[config.mk]
export PLATFORM = sky130hd
export DESIGN_NAME = imem_load_arb
export DESIGN_NICKNAME = d
export VERILOG_FILES = /design/src/rtl/vsdmem_pkg.sv /design/src/rtl/imem_load_seq.sv /design/src/rtl/imem_load_arb.sv
export SDC_FILE = /design/constraint.sdc
export NUM_CORES = 1
export LEC_CHECK = 0
export ABC_AREA = 1
export CAP_MARGIN = 20
export CORE_MARGIN = 2
export CORE_UTILIZATION = 33
export DETAILED_ROUTE_END_ITERATION = 10
export PLACE_DENSITY_LB_ADDON = 0.08
export SLEW_MARGIN = 5
export SYNTH_ARGS = -nofsm -noshare
export SYNTH_HDL_FRONTEND = slang
export SYNTH_SLANG_ARGS = --single-unit
[constraint.sdc]
create_clock -name CLK -period 2 [get_ports CLK]
set_input_delay 0.6 -clock CLK [delete_from_list [all_inputs] [get_ports CLK]]
set_output_delay 0.6 -clock CLK [all_outputs]
set_load 0.02 [all_outputs]
[src/rtl/vsdmem_pkg.sv]
// Shared types and constants for the instruction-memory front end.
// FSM state encoding, read latency and SRAM port idle levels.
package vsdmem_pkg;

  typedef enum logic [1:0] {
    S_IDLE,
    S_LOAD,
    S_FLUSH
  } ld_state_e;

  localparam int   RD_LAT   = 2;
  localparam logic CSB_IDLE = 1'b1;
  localparam logic WEB_READ = 1'b1;

endpackage

[src/rtl/imem_load_seq.sv]
// Burst sequencer: write address register, saturating word counter, last-beat flag.
// Ports: start/base/len latch a burst, beat advances it, addr/last report position.
module imem_load_seq #(
  parameter int ADDR_W = 8
) (
  input  logic              clk,
  input  logic              rst_n,
  input  logic              start,
  input  logic [ADDR_W-1:0] base,
  input  logic [ADDR_W:0]   len,
  input  logic              beat,
  output logic [ADDR_W-1:0] addr,
  output logic              last
);

  localparam logic [ADDR_W:0] DEPTH = {1'b1, {ADDR_W{1'b0}}};
  localparam logic [ADDR_W:0] ONE   = (ADDR_W+1)'(1);

  logic [ADDR_W-1:0] addr_q;
  logic [ADDR_W:0]   cnt_q;
  logic [ADDR_W:0]   len_sat;

  // A burst longer than the memory would rewrite words, so cap it.
  assign len_sat = (len > DEPTH) ? DEPTH : len;

  always_ff @(posedge clk or negedge rst_n) begin
    if (!rst_n) begin
      addr_q <= '0;
      cnt_q  <= '0;
    end else if (start) begin
      addr_q <= base;
      cnt_q  <= len_sat;
    end else if (beat) begin
      addr_q <= addr_q + ADDR_W'(1);
      cnt_q  <= cnt_q - ONE;
    end
  end

  assign addr = addr_q;
  assign last = (cnt_q == ONE);

endmodule

[src/rtl/imem_load_arb.sv]
// Instruction-memory front end: streaming loader vs. pipelined core reads on one 1rw SRAM.
// Ports: load_* / ld_* loader, core_* read port, mem_* SRAM port 0, CLK / reset_n.
module imem_load_arb
  import vsdmem_pkg::*;
#(
  parameter int ADDR_W = 8,
  parameter int DATA_W = 32,
  parameter int MASK_W = DATA_W/8
) (
  input  logic              CLK,
  input  logic              reset_n,
  input  logic              load_start,
  input  logic [ADDR_W-1:0] load_base,
  input  logic [ADDR_W:0]   load_len,
  input  logic              ld_valid,
  input  logic [DATA_W-1:0] ld_data,
  output logic              ld_ready,
  output logic              load_busy,
  output logic              load_done,
  input  logic              core_req,
  input  logic [ADDR_W-1:0] core_addr,
  output logic              core_ready,
  output logic              core_rvalid,
  output logic [DATA_W-1:0] core_rdata,
  output logic              mem_csb,
  output logic              mem_web,
  output logic [MASK_W-1:0] mem_wmask,
  output logic [ADDR_W-1:0] mem_addr,
  output logic [DATA_W-1:0] mem_din,
  input  logic [DATA_W-1:0] mem_dout
);

  ld_state_e state_q, state_d;

  logic              seq_start;
  logic              seq_beat;
  logic              seq_last;
  logic [ADDR_W-1:0] seq_addr;
  logic              zlen;
  logic              zdone_q;
  logic              accept;
  logic              rd_s1_q;
  logic              rvalid_q;
  logic [DATA_W-1:0] rdata_q;

  imem_load_seq #(
    .ADDR_W(ADDR_W)
  ) u_seq (
    .clk  (CLK),
    .rst_n(reset_n),
    .start(seq_start),
    .base (load_base),
    .len  (load_len),
    .beat (seq_beat),
    .addr (seq_addr),
    .last (seq_last)
  );

  always_ff @(posedge CLK or negedge reset_n) begin
    if (!reset_n) state_q <= S_IDLE;
    else          state_q <= state_d;
  end

  // Everything combinational is gated by reset_n so that the
  // port sits at its reset levels while reset is held.
  always_comb begin
    state_d    = state_q;
    ld_ready   = 1'b0;
    core_ready = 1'b0;
    mem_csb    = CSB_IDLE;
    mem_web    = WEB_READ;
    mem_wmask  = '0;
    mem_addr   = '0;
    mem_din    = '0;
    seq_start  = 1'b0;
    seq_beat   = 1'b0;
    zlen       = 1'b0;
    if (reset_n) begin
      unique case (1'b1)
        (state_q == S_IDLE): begin
          core_ready = 1'b1;
          if (core_req) begin
            mem_csb  = 1'b0;
            mem_addr = core_addr;
          end
          if (load_start) begin
            if (load_len != '0) begin
              seq_start = 1'b1;
              state_d   = S_LOAD;
            end else begin
              zlen = 1'b1;
            end
          end
        end
        (state_q == S_LOAD): begin
          ld_ready = 1'b1;
          if (ld_valid) begin
            seq_beat  = 1'b1;
            mem_csb   = 1'b0;
            mem_web   = 1'b0;
            mem_wmask = '1;
            mem_din   = ld_data;
            mem_addr  = seq_addr;
            if (seq_last) state_d = S_FLUSH;
          end
        end
        (state_q == S_FLUSH): begin
          state_d = S_IDLE;
        end
        default: begin
          state_d = S_IDLE;
        end
      endcase
    end
  end

  assign accept = core_req & core_ready;

  // Stage 1 waits for the macro, stage 2 registers its output.
  // Capture happens before any write in the following cycle
  // can disturb mem_dout.
  always_ff @(posedge CLK or negedge reset_n) begin
    if (!reset_n) begin
      rd_s1_q  <= 1'b0;
      rvalid_q <= 1'b0;
      rdata_q  <= '0;
      zdone_q  <= 1'b0;
    end else begin
      rd_s1_q  <= accept;
      rvalid_q <= rd_s1_q;
      zdone_q  <= zlen;
      if (rd_s1_q) rdata_q <= mem_dout;
    end
  end

  assign core_rvalid = rvalid_q;
  assign core_rdata  = rdata_q;
  assign load_busy   = (state_q != S_IDLE);
  assign load_done   = (state_q == S_FLUSH) | zdone_q;

endmodule

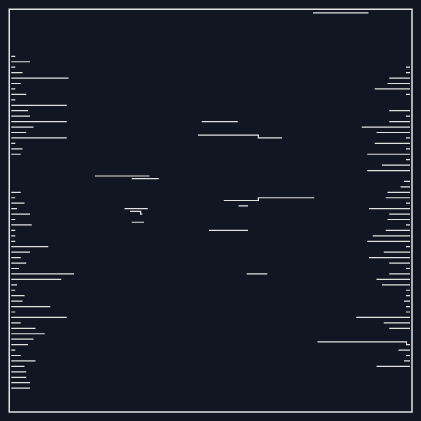
Figure 1: signal wires on met3.
(4 px per µm)
share of all routed wire	7.4%
longest straight run	22.1 µm

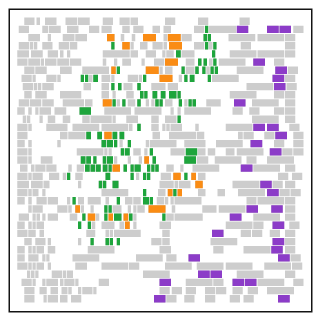
Figure 2: gate-type map.
(3 px per µm)
colour	family	cells	most used
orange	inverting AOI/OAI gates	24	a22oi_2
green	NAND gates	102	nand2_1
purple	multiplexers	32	mux2_2

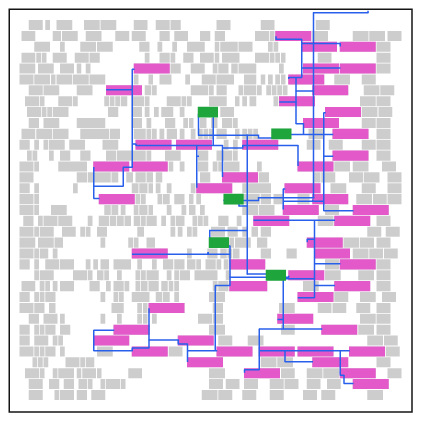
Figure 3: clock wires, drivers and flops.
(4 px per µm)
[green] cells driving clock nets | count: 5
[blue] clock wires | length: 707 µm
[magenta] flip-flops | count: 54
routed clock nets	6

==> out/results.ini <==
[setup_path]
cpPeakStageDelay_ns=0.41
cp_num_cells=7
path_max_fanout=23
cp_top_family=flip-flops
crit_buf_inv=3
path_common_cell=nand2_4

[drt]
top_layer=met4
wire_per_inst_um=12.1
drc_errors=0
drt-pass1-iter-count=4
wl_met2_um=3950
drt-total-wl_um=8290

[power]
p_seq_share_pct=31.8
power_leader=combinational logic
p_comb_share_pct=58.5
seq_power_mw=1.94
p_int_mw=3.66
irDropWorstVdd_mv=0.365
clkPwrFrac_pct=9.8

[final_layout]
final_layout_size_suffix_gt1_share_pct=28.3
final_util_pct=58.5
fin_cells=683

[clocking]
ctsHoldBuffers=0
clock_tree.buffer_depth=2
cts.repair.resized=273

[final_timing]
finalCritPeriodShare_pct=106
fmax_mhz=472
setup_viol=47
holdWs_ns=0.487
final.setup.worst_slack_ns=-0.117

[synth]
yosysSeqAreaShare_pct=44.1
yosys.area.top_type_share_pct=44.1
top_area_cell=dfrtp_1
ys.flop_type=dfrtp_1
yosys_register_bits=54
yosys_area_um2=3060
async_flop_share_pct=100
topCellsByArea=dfrtp_1 (44%), mux2_2 (11%), nand2_1 (9.2%)
avgSynthCellArea_um2=8.23

[place]
io_buffers=176
dp_cells=668

[outcome]
violations=setup timing
outcome=finished with violations

[floorplan]
fp_util_pct=33.6
die_h_um=100
core-area_um2=9110

[global_route]
grt_pass1_wl_um=13600

[flow_run]
warnings=30

[min_path]
holdPathEnd=u_seq.cnt_q[1]$_DFFE_PN0P_

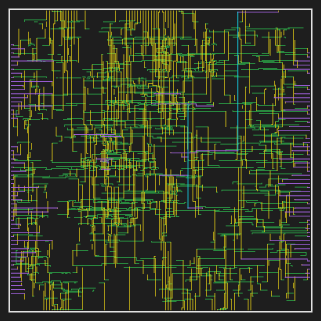
Figure 4: routed metal, one colour a layer.
(3 px per µm)
colour	layer	wire length
purple	met3	612 µm
cyan	met4	80.9 µm
yellow	met2	3950 µm
green	met1	3650 µm

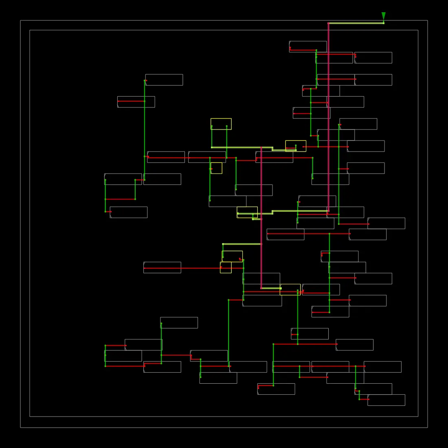
Figure 5: clock wiring as the flow saved it.
clkbuf count: 5
Clk Latency, worst-skew pair: 0.31 ns
CTS Buf Count: 5
Flops: 54

cell type report:
type,instances,area (µm²),area share [%]
Clock buffer,5,68.8,1.29
Clock inverter,2,15.0,0.282
Inverter,67,259,4.86
Multi-Input combinational cell,235,1490,28.0
Sequential cell,54,1350,25.4
Tap cell,111,139,2.61
Timing Repair Buffer,209,2010,37.6
logic make-up after synthesis:
logic type,synth area share (%)
simple gates,24.0
compound gates,5.11
mux,11.8
buf+inv,11.7
xor+xnor,2.00
flops,44.1
fa+ha+maj,1.23
worst register-to-register path, delay by kind of cell (launching register included):
| kind | cells | cell delay (ns) |
|---|---|---|
| AOI/OAI and AO/OA | 1 | 0.07 |
| buffers and inverters | 5 | 0.60 |
| DFF | 1 | 0.41 |
| and+or+nand+nor | 5 | 0.63 |
